### config.mk
export PLATFORM = sky130hd
export DESIGN_NAME = regfile_mp
export DESIGN_NICKNAME = d
export VERILOG_FILES = /design/src/rtl/regfile_mp.sv
export SDC_FILE = /design/constraint.sdc
export NUM_CORES = 1
export LEC_CHECK = 0
export ABC_AREA = 1
export CAP_MARGIN = 15
export CORE_UTILIZATION = 34
export CTS_BUF_LIST = sky130_fd_sc_hd__clkbuf_4
export DETAILED_ROUTE_END_ITERATION = 6
export MAX_ROUTING_LAYER = met4
export PLACE_DENSITY = 0.58
export SLEW_MARGIN = 20
export SYNTH_ARGS = -nofsm -noshare
export SYNTH_HDL_FRONTEND = slang
export SYNTH_SLANG_ARGS = --single-unit
### constraint.sdc
create_clock -name clk -period 1.8 [get_ports clk]
set_input_delay 0.36 -clock clk [delete_from_list [all_inputs] [get_ports clk]]
set_output_delay 0.36 -clock clk [all_outputs]
set_load 0.02 [all_outputs]
### src/rtl/regfile_mp.sv
// regfile_mp: multi-port register file with two write ports, N combinational read ports, optional zero register, write bypass and per-register pending bits
module regfile_mp #(
  parameter int DATA_W   = 8,
  parameter int DEPTH    = 16,
  parameter int NUM_RD   = 2,
  parameter int ZERO_REG = 1,
  parameter int BYPASS   = 1,
  localparam int AW      = $clog2(DEPTH)
) (
  input  logic                     clk,
  input  logic                     reset_n,
  input  logic                     we0,
  input  logic [AW-1:0]            waddr0,
  input  logic [DATA_W-1:0]        wdata0,
  input  logic                     we1,
  input  logic [AW-1:0]            waddr1,
  input  logic [DATA_W-1:0]        wdata1,
  input  logic                     rsv_en,
  input  logic [AW-1:0]            rsv_addr,
  input  logic [NUM_RD*AW-1:0]     rd_addr,
  output logic [NUM_RD*DATA_W-1:0] rd_data,
  output logic [NUM_RD-1:0]        rd_pend
);
  localparam logic [AW:0] DEPTH_L = (AW+1)'(DEPTH);
  logic [DATA_W-1:0] mem [DEPTH];
  logic [DEPTH-1:0]  pending;
  logic              wv0, wv1, rv;
  // Address names a real, writable register (in range and not the hardwired zero).
  function automatic logic ok(input logic [AW-1:0] a);
    return ({1'b0, a} < DEPTH_L) && !(ZERO_REG != 0 && a == '0);
  endfunction
  assign wv0 = we0 && ok(waddr0);
  assign wv1 = we1 && ok(waddr1);
  assign rv  = rsv_en && ok(rsv_addr);
  always_ff @(posedge clk or negedge reset_n) begin
    if (!reset_n) begin
      for (int r = 0; r < DEPTH; r++) mem[r] <= '0;
      pending <= '0;
    end else begin
      if (wv0) mem[waddr0] <= wdata0;
      if (wv1) mem[waddr1] <= wdata1;
      for (int r = 0; r < DEPTH; r++)
        pending[r] <= (rv && rsv_addr == AW'(r)) ? 1'b1 :
                      ((wv0 && waddr0 == AW'(r)) || (wv1 && waddr1 == AW'(r))) ? 1'b0 : pending[r];
    end
  end
  for (genvar i = 0; i < NUM_RD; i++) begin : g_rd
    logic [AW-1:0] a;
    logic          live, b0, b1;
    assign a    = rd_addr[i*AW +: AW];
    assign live = reset_n && ok(a);
    assign b1   = BYPASS != 0 && wv1 && waddr1 == a;
    assign b0   = BYPASS != 0 && wv0 && waddr0 == a;
    assign rd_data[i*DATA_W +: DATA_W] = !live ? '0 : b1 ? wdata1 : b0 ? wdata0 : mem[a];
    assign rd_pend[i] = live && !b1 && !b0 && pending[a];
  end
endmodule

**Clock routing**

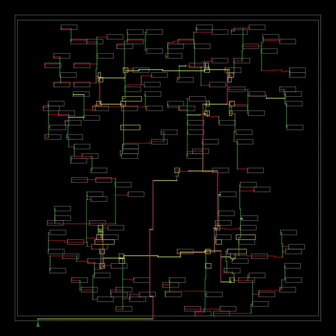
final setup skew: 0 ps
Clock buffer cells: 17
clock sinks: 144
FFs & Latches: 144
clk pwr: 2.62 mW

**Clock wires, drivers and flops**

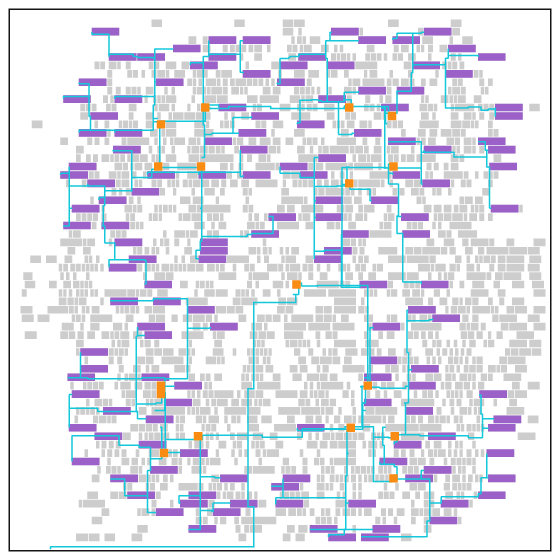
Key: orange = clock-net drivers [count 17]; cyan = clock wires [length 2270 µm]; purple = flip-flops [count 144]
There are 18 routed clock nets.

**Register map, names as in the netlist**

The bar under the picture is 50 µm long. Other cells in grey.
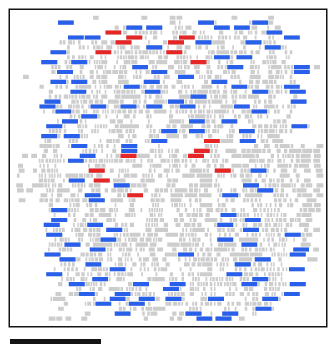
Key: blue = `mem` [placed flops 128, where all over the die]; red = `pending` [placed flops 16]
Flop area: 3600 µm²
post-route core utilization: 51.5%
flop share of the area: 24.2%
Power Sequential: 4.51 mW

==> impl_metrics.py <==
# Auto-generated metrics
metrics = {
    "detailed_routing": {
        "wl_per_cell_um": 22.5,
        "ant_nets": 0,
        "routed_wl_um": 50200,
    },
    "setup_path": {
        "cp_num_cells": 7,
        "startpoint": "mem[29]",
        "path_cells": "o211ai_1 > nand3_2 > nand3_4 > nand2_2 > nand2_2 > a21oi_4 > buf_6",
        "ff2ff_path_depth": 7,
        "crit_family": "simple AND/OR/NAND/NOR gates",
        "cpMostUsedCell": "nand2_2",
        "crit_buf_inv": 1,
    },
    "placed_design": {
        "dp_slack_ps": -1290,
        "gp_congestion": 1.04,
    },
    "hold_path": {
        "hold_class": "reg -> reg",
        "holdPathStages": 0,
        "min_to": "mem[125]",
    },
    "cells_and_area": {
        "nonClkBufAreaFrac_pct": 22.8,
        "largest_class": "combinational gates",
        "layout_top_cells": "359 x nand2_1, 245 x buf_4, 206 x o21ai_0",
        "n_all_inverters": 197,
        "final_common_cell": "nand2_1",
        "comb_cells": 1115,
    },
    "synthesis": {
        "synth_cells": 1564,
        "ys_cells": 1564,
        "synthArstFlopShare_pct": 100,
        "synth.cell_area_um2": 10100,
        "most_common_cell": "nand2_1",
        "logic_family": "simple AND/OR/NAND/NOR gates",
        "synth_top_area_share_pct": 35.7,
    },
    "power": {
        "powerDensity_nw_per_um2": 798,
        "maxPowerGroup": "combinational logic",
        "netSwitchingPower_mw": 4.60,
    },
    "final_timing": {
        "maxSlewHeadroom_pct": 53.7,
        "setup_viol": 18,
        "timing.final.ws_setup_ps": -473,
        "drv_slew": 0,
    },
    "cts": {
        "cts_tree": "built",
    },
    "floorplanning": {
        "die_area_um2": 30400,
        "taps": 384,
    },
    "grt": {
        "grt_use_met3_pct": 8.99,
        "grt_max_degree": 57,
    },
    "outcome": {
        "violations": "negative setup slack",
        "outcome": "complete, but fails checks",
    },
}
Power is estimated from default activity; no workload was simulated.
